## config.mk

```make
export PLATFORM = sky130hd
export DESIGN_NAME = ultrasonic_scan_ctrl
export DESIGN_NICKNAME = d
export VERILOG_FILES = /design/src/rtl/ultrasonic_pkg.sv /design/src/rtl/usec_tick_gen.sv /design/src/rtl/ultrasonic_scan_ctrl.sv
export SDC_FILE = /design/constraint.sdc
export NUM_CORES = 1
export LEC_CHECK = 0
export ABC_AREA = 1
export CAP_MARGIN = 20
export CORE_MARGIN = 8
export CORE_UTILIZATION = 38
export CTS_BUF_LIST = sky130_fd_sc_hd__clkbuf_8 sky130_fd_sc_hd__clkbuf_16
export DETAILED_ROUTE_END_ITERATION = 7
export GPL_ROUTABILITY_DRIVEN = 1
export PLACE_DENSITY = 0.62
export RECOVER_POWER = 100
export REMOVE_ABC_BUFFERS = 1
export SETUP_SLACK_MARGIN = 0.3
export SLEW_MARGIN = 10
export SYNTH_ARGS = -nofsm -noshare
export SYNTH_HDL_FRONTEND = slang
export SYNTH_SLANG_ARGS = --single-unit
```

## constraint.sdc

```tcl
create_clock -name clk -period 2.76 [get_ports clk]
set_input_delay 0.414 -clock clk [delete_from_list [all_inputs] [get_ports clk]]
set_output_delay 0.414 -clock clk [all_outputs]
set_load 0.05 [all_outputs]
```

## src/rtl/ultrasonic_pkg.sv

```systemverilog
// Shared definitions for the ultrasonic ranging blocks.
// Provides: FSM state encoding (one-hot), distance width and timeout code,
// default echo-us-per-cm ratio and a small constant max helper.
package ultrasonic_pkg;

  typedef enum logic [4:0] {
    S_IDLE      = 5'b00001,
    S_TRIG      = 5'b00010,
    S_WAIT_RISE = 5'b00100,
    S_MEASURE   = 5'b01000,
    S_GUARD     = 5'b10000
  } state_t;

  localparam int unsigned       DIST_W        = 9;
  localparam logic [DIST_W-1:0] DIST_TIMEOUT  = 9'h1FF;
  localparam int unsigned       US_PER_CM_DEF = 58;

  // Larger of two constants, used to size the shared microsecond counter.
  function automatic int unsigned max_u(input int unsigned a, input int unsigned b);
    return (a > b) ? a : b;
  endfunction

endpackage

```

## src/rtl/usec_tick_gen.sv

```systemverilog
// Free-running prescaler producing a one-cycle tick every CLK_MHZ clocks (1 us).
// Ports:
//   clk     - system clock
//   reset_p - synchronous active-high reset
//   tick    - registered 1 us strobe
module usec_tick_gen #(
  parameter int unsigned CLK_MHZ = 100
) (
  input  logic clk,
  input  logic reset_p,
  output logic tick
);

  localparam int unsigned CNT_W = (CLK_MHZ > 1) ? $clog2(CLK_MHZ) : 1;

  logic [CNT_W-1:0] r_cnt;
  logic             r_tick;

  // Count 0..CLK_MHZ-1 and flag the wrap.
  always_ff @(posedge clk) begin : presc
    if (reset_p) begin
      r_cnt  <= '0;
      r_tick <= 1'b0;
    end else if (r_cnt == CNT_W'(CLK_MHZ - 1)) begin
      r_cnt  <= '0;
      r_tick <= 1'b1;
    end else begin
      r_cnt  <= r_cnt + CNT_W'(1);
      r_tick <= 1'b0;
    end
  end

  assign tick = r_tick;

endmodule

```

## src/rtl/ultrasonic_scan_ctrl.sv

```systemverilog
// Round-robin scheduler sharing one ranging engine across N_SENS HC-SR04 sensors.
// Ports:
//   clk, reset_p      - clock, synchronous active-high reset
//   scan_en           - run the scan loop
//   sens_mask         - per-sensor enable
//   echo              - raw asynchronous echo pins
//   trig              - trigger pins (one-hot or zero)
//   dist_cm_flat      - per-sensor distance in cm, sensor i at [9i+8:9i]
//   timeout_flags     - last ping of sensor i timed out
//   dist_valid        - one-cycle pulse on every result write
//   dist_id           - sensor index of the current/last ping
//   busy              - engine not idle
module ultrasonic_scan_ctrl
  import ultrasonic_pkg::*;
#(
  parameter int unsigned CLK_MHZ     = 100,
  parameter int unsigned N_SENS      = 4,
  parameter int unsigned TRIG_US     = 12,
  parameter int unsigned RISE_TO_US  = 5000,
  parameter int unsigned ECHO_MAX_US = 25000,
  parameter int unsigned GUARD_US    = 60000,
  parameter int unsigned US_PER_CM   = US_PER_CM_DEF
) (
  input  logic                       clk,
  input  logic                       reset_p,
  input  logic                       scan_en,
  input  logic [N_SENS-1:0]          sens_mask,
  input  logic [N_SENS-1:0]          echo,
  output logic [N_SENS-1:0]          trig,
  output logic [N_SENS*DIST_W-1:0]   dist_cm_flat,
  output logic [N_SENS-1:0]          timeout_flags,
  output logic                       dist_valid,
  output logic [2:0]                 dist_id,
  output logic                       busy
);

  localparam int unsigned US_MAX = max_u(max_u(TRIG_US, RISE_TO_US), max_u(ECHO_MAX_US, GUARD_US));
  localparam int unsigned US_W   = $clog2(US_MAX + 1);
  localparam int unsigned SUB_W  = $clog2(US_PER_CM + 1);
  localparam int unsigned ID_W   = 3;
  localparam logic [DIST_W-1:0] CM_SAT = '1;

  state_t                   r_state, w_state_nxt;
  logic [US_W-1:0]          r_us_cnt, w_us_nxt;
  logic [SUB_W-1:0]         r_sub_cnt, w_sub_nxt;
  logic [DIST_W-1:0]        r_cm_cnt, w_cm_nxt;
  logic [ID_W-1:0]          r_last, w_last_nxt, r_id, w_id_nxt, w_sel_idx;
  logic                     w_sel_found;
  logic [N_SENS-1:0]        r_trig, w_trig_nxt, r_flags, w_flags_nxt;
  logic [N_SENS*DIST_W-1:0] r_dist, w_dist_nxt;
  logic                     r_valid, w_valid_nxt, r_busy, w_timeout;
  logic [N_SENS-1:0]        r_echo_s1, r_echo_s2;
  logic                     r_echo_sel, r_echo_prev, w_echo_pick, w_rise, w_fall;
  logic                     w_tick;

  usec_tick_gen #(.CLK_MHZ(CLK_MHZ)) u_tick (
    .clk     (clk),
    .reset_p (reset_p),
    .tick    (w_tick)
  );

  // Echo synchronizer, selected-sensor mux register and previous-value register.
  always_ff @(posedge clk) begin : echo_sync
    if (reset_p) begin
      r_echo_s1   <= '0;
      r_echo_s2   <= '0;
      r_echo_sel  <= 1'b0;
      r_echo_prev <= 1'b0;
    end else begin
      r_echo_s1   <= echo;
      r_echo_s2   <= r_echo_s1;
      r_echo_sel  <= w_echo_pick;
      r_echo_prev <= r_echo_sel;
    end
  end

  always_comb begin : echo_mux
    w_echo_pick = 1'b0;
    for (int i = 0; i < int'(N_SENS); i++)
      if (ID_W'(i) == r_id) w_echo_pick = r_echo_s2[i];
  end

  assign w_rise = r_echo_sel & ~r_echo_prev;
  assign w_fall = ~r_echo_sel & r_echo_prev;

  // First enabled sensor after the last-served one, wrapping around.
  always_comb begin : next_sensor
    w_sel_idx   = '0;
    w_sel_found = 1'b0;
    for (int k = 1; k <= int'(N_SENS); k++)
      for (int i = 0; i < int'(N_SENS); i++)
        if (!w_sel_found && sens_mask[i] && (i == (int'(r_last) + k) % int'(N_SENS))) begin
          w_sel_found = 1'b1;
          w_sel_idx   = ID_W'(i);
        end
  end

  always_ff @(posedge clk) begin : state_reg
    if (reset_p) r_state <= S_IDLE;
    else         r_state <= w_state_nxt;
  end

  // Next-state and next-value logic for the ranging engine.
  always_comb begin : fsm_next
    w_state_nxt = r_state;
    w_us_nxt    = r_us_cnt;
    w_sub_nxt   = r_sub_cnt;
    w_cm_nxt    = r_cm_cnt;
    w_last_nxt  = r_last;
    w_id_nxt    = r_id;
    w_trig_nxt  = r_trig;
    w_dist_nxt  = r_dist;
    w_flags_nxt = r_flags;
    w_valid_nxt = 1'b0;
    w_timeout   = 1'b0;
    case (r_state)
      // Pings start on a tick so the trigger width is an exact number of clocks.
      S_IDLE: begin
        if (w_tick && scan_en && w_sel_found) begin
          w_id_nxt   = w_sel_idx;
          w_us_nxt   = '0;
          w_trig_nxt = '0;
          for (int i = 0; i < int'(N_SENS); i++)
            if (ID_W'(i) == w_sel_idx) w_trig_nxt[i] = 1'b1;
          w_state_nxt = S_TRIG;
        end
      end
      S_TRIG: begin
        if (w_tick) begin
          if (r_us_cnt == US_W'(TRIG_US - 1)) begin
            w_trig_nxt  = '0;
            w_us_nxt    = '0;
            w_sub_nxt   = '0;
            w_cm_nxt    = '0;
            w_state_nxt = S_WAIT_RISE;
          end else begin
            w_us_nxt = r_us_cnt + US_W'(1);
          end
        end
      end
      S_WAIT_RISE: begin
        if (w_rise) begin
          w_us_nxt    = '0;
          w_sub_nxt   = '0;
          w_cm_nxt    = '0;
          w_state_nxt = S_MEASURE;
        end else if (w_tick) begin
          if (r_us_cnt == US_W'(RISE_TO_US - 1)) w_timeout = 1'b1;
          else                                   w_us_nxt  = r_us_cnt + US_W'(1);
        end
      end
      // Falling edge is checked first so it wins over a coincident max tick.
      S_MEASURE: begin
        if (w_fall) begin
          for (int i = 0; i < int'(N_SENS); i++)
            if (ID_W'(i) == r_id) begin
              w_dist_nxt[i*DIST_W +: DIST_W] = r_cm_cnt;
              w_flags_nxt[i]                 = 1'b0;
            end
          w_valid_nxt = 1'b1;
          w_us_nxt    = '0;
          w_state_nxt = S_GUARD;
        end else if (w_tick) begin
          if (r_us_cnt == US_W'(ECHO_MAX_US - 1)) begin
            w_timeout = 1'b1;
          end else begin
            w_us_nxt = r_us_cnt + US_W'(1);
            if (r_sub_cnt == SUB_W'(US_PER_CM - 1)) begin
              w_sub_nxt = '0;
              if (r_cm_cnt != CM_SAT) w_cm_nxt = r_cm_cnt + DIST_W'(1);
            end else begin
              w_sub_nxt = r_sub_cnt + SUB_W'(1);
            end
          end
        end
      end
      S_GUARD: begin
        if (w_tick) begin
          if (r_us_cnt == US_W'(GUARD_US - 1)) begin
            w_last_nxt  = r_id;
            w_us_nxt    = '0;
            w_state_nxt = S_IDLE;
          end else begin
            w_us_nxt = r_us_cnt + US_W'(1);
          end
        end
      end
      default: begin
        w_trig_nxt  = '0;
        w_state_nxt = S_IDLE;
      end
    endcase
    // Either timeout writes the marker code and flags the slot.
    if (w_timeout) begin
      for (int i = 0; i < int'(N_SENS); i++)
        if (ID_W'(i) == r_id) begin
          w_dist_nxt[i*DIST_W +: DIST_W] = DIST_TIMEOUT;
          w_flags_nxt[i]                 = 1'b1;
        end
      w_valid_nxt = 1'b1;
      w_us_nxt    = '0;
      w_state_nxt = S_GUARD;
    end
  end

  always_ff @(posedge clk) begin : dp_regs
    if (reset_p) begin
      r_us_cnt  <= '0;
      r_sub_cnt <= '0;
      r_cm_cnt  <= '0;
      r_last    <= ID_W'(N_SENS - 1);
      r_id      <= '0;
      r_trig    <= '0;
      r_dist    <= '0;
      r_flags   <= '0;
      r_valid   <= 1'b0;
      r_busy    <= 1'b0;
    end else begin
      r_us_cnt  <= w_us_nxt;
      r_sub_cnt <= w_sub_nxt;
      r_cm_cnt  <= w_cm_nxt;
      r_last    <= w_last_nxt;
      r_id      <= w_id_nxt;
      r_trig    <= w_trig_nxt;
      r_dist    <= w_dist_nxt;
      r_flags   <= w_flags_nxt;
      r_valid   <= w_valid_nxt;
      r_busy    <= (w_state_nxt != S_IDLE);
    end
  end

  assign trig          = r_trig;
  assign dist_cm_flat  = r_dist;
  assign timeout_flags = r_flags;
  assign dist_valid    = r_valid;
  assign dist_id       = r_id;
  assign busy          = r_busy;

endmodule

```

==> impl_metrics.csv <==
group,metric,value,unit
run_status,outcome,"complete, no violations",
worst_setup_path,cp.depth,15,
die,dieWidth,135,µm
synthesis,top_area_share,38.5,%
grt,grt_use_total,15.6,%
synthesis,netlist_instances,782,
power_and_ir_drop,p_sw_share,25.6,%
clock_tree,numCtsBuffers,9,
synthesis,synth-simple-area-share,33.0,%
worst_setup_path,critPathBufInv,2,
die,die-area,18300,µm²
final_layout,n_antenna_cell,0,
final_layout,seq_area_share,31.6,%
placement,place.gp.congestion,0.897,
final_layout,inverters,105,
drt,vias,5243,
synthesis,avgSynthCellArea,6.92,µm²
final_layout,ff_count,104,
power_and_ir_drop,power.group.top,"sequential cells",
power_and_ir_drop,pwr-share-seq,51.2,%
final_timing,fin_hold_ws,0.403,ns
final_layout,n_all_buffers,80,
synthesis,synth_warnings,0,
final_layout,lay_top_count,"nand2_1",
power_and_ir_drop,leakage,2.74,nW
synthesis,flop_cell,"dfxtp_1",
final_layout,design_area,6620,µm²
worst_setup_path,endpoint_kind,"register",
synthesis,enable_flop_cells,0,
worst_setup_path,rr_worst_depth,15,
final_layout,drive_above_1_share,9.64,%
die,die-height,135,µm
synthesis,ys_seq_share,38.5,%
power_and_ir_drop,powerDensity,446,nW/µm²
final_timing,fin_crit,2.44,ns
final_timing,tightestPinTransition,1.09,ns
drt,wl_per_cell,14.0,µm
drt,drt-pass1-iter-count,5,
synthesis,ys_top_cells_by_area,"dfxtp_1 (39%), a21oi_1 (9.3%), nand2_1 (7.9%)",
grt,grt_pass1_vias,4698,
die,fp_util,39.0,%
final_timing,min_period_over_period,88.3,%
worst_setup_path,criticalPathCategory,"register to register",
placement,place_inst,1006,
clock_tree,clk_latency,0.37,ns
worst_setup_path,start_kind,"register",
hold_path,min_path_cells,2,
synthesis,yosys_cells,782,
grt,antenna_found_initial,0,
drt,viasPerCell,5.09,
final_timing,fin_ws,0.322,ns
worst_setup_path,cp.required,3.07,ns
synthesis,top_area_cell,"dfxtp_1",
clock_tree,clkSlewWorstSetupHoldPaths,0.08,ns
clock_tree,htree_levels,3,
hold_path,hold_path.class,"register to register",
power_and_ir_drop,p_comb_share,3.0,%
worst_setup_path,cp-endpoint,"r_sub_cnt[4]",
final_layout,fin_util,47.7,%
synthesis,top_cells_by_count,"nand2_1 (114), nor2_1 (109), dfxtp_1 (104)",
clock_tree,cts_hold_buffers,0,
final_timing,fin_tns_setup,0,ns
worst_setup_path,path_cells,"ha_1 > nand2_2 > nor2_1 > inv_1 > nor2_1 > and2_0 > a31oi_1 > nor2_1 > nor2_2 > nand2_4 > buf_12 > nor3_1 > nand2_1 > a21oi_1 > o21a_1",
power_and_ir_drop,pg_comb,87.8,µW
final_layout,area_delta_synth_final,22.4,%
placement,dp_hpwl,10200,µm
placement,preCtsSetupSlack,0.0994,ns
job,drv_cap,0,
final_layout,num-multi-input-gates,546,
clock_tree,root_buffer,"clkbuf_16",
final_timing,rsz0062_at_grt,"false",
synthesis,synthAoiAreaFrac,15.0,%
placement,io_buffer_count,58,
synthesis,xor_area_share,1.46,%
job,warnings,26,
final_layout,clockNetworkAreaShare,4.74,%
clock_tree,ctsResizeCount,0,
power_and_ir_drop,power.share.clock,45.8,%
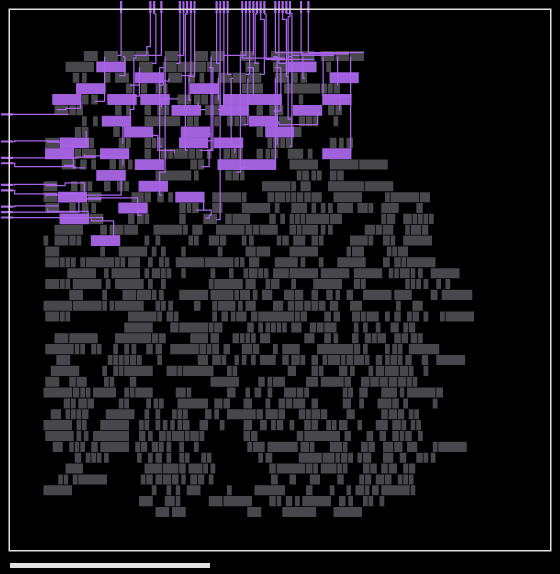
port_trees.png
Bar = 50 µm.
Purple is `dist_cm_flat`, bits 36, direction output, edge 27 top, 9 left, end cells 36, wire 1270 µm.

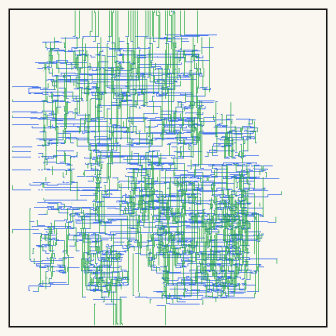
layers.png
Two of the layers only.
Blue is M1, wire length 6760 µm. Green is M2, wire length 6590 µm.

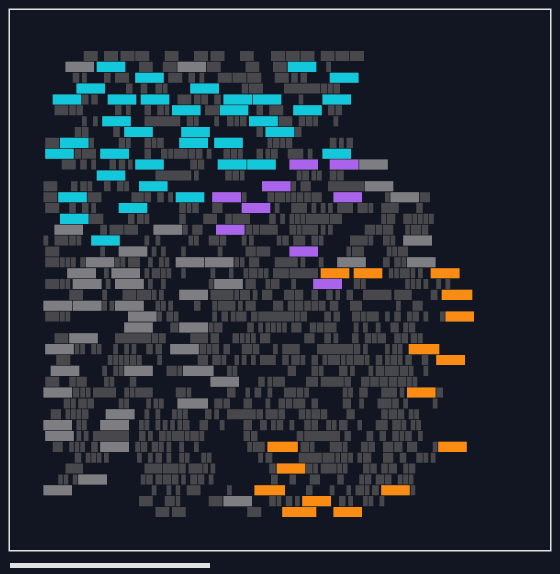
ff_map.png
Bar = 50 µm. Other sequential cells in the stronger grey, the rest of the logic in the fainter grey.
Orange is `r_us_cnt`, flops 16. Purple is `r_cm_cnt`, flops 9. Cyan is `dist_cm_flat`, flops 36.

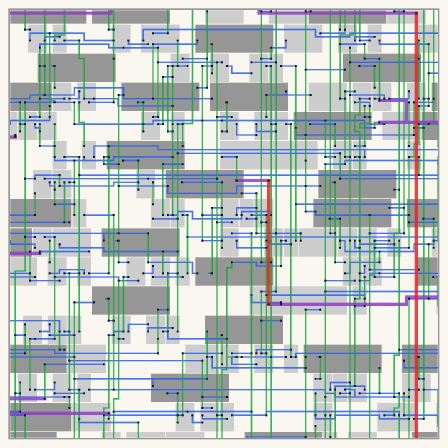
closeup.png
Region (14, 81) to (54, 121) µm. Cells in grey, sequential cells in the stronger grey; small squares are vias.
Green is M2. Purple is M3. Red is M4. Blue is M1.
Sequential cells in the window: 20. 104 logic cells have their middle in the window. Most frequent: a21oi_1 (46), nor2_1 (21), dfxtp_1 (20). Netlist names of flops here include `dist_cm_flat` (20).

No activity file was given, so power comes from the tool's default toggle rates.
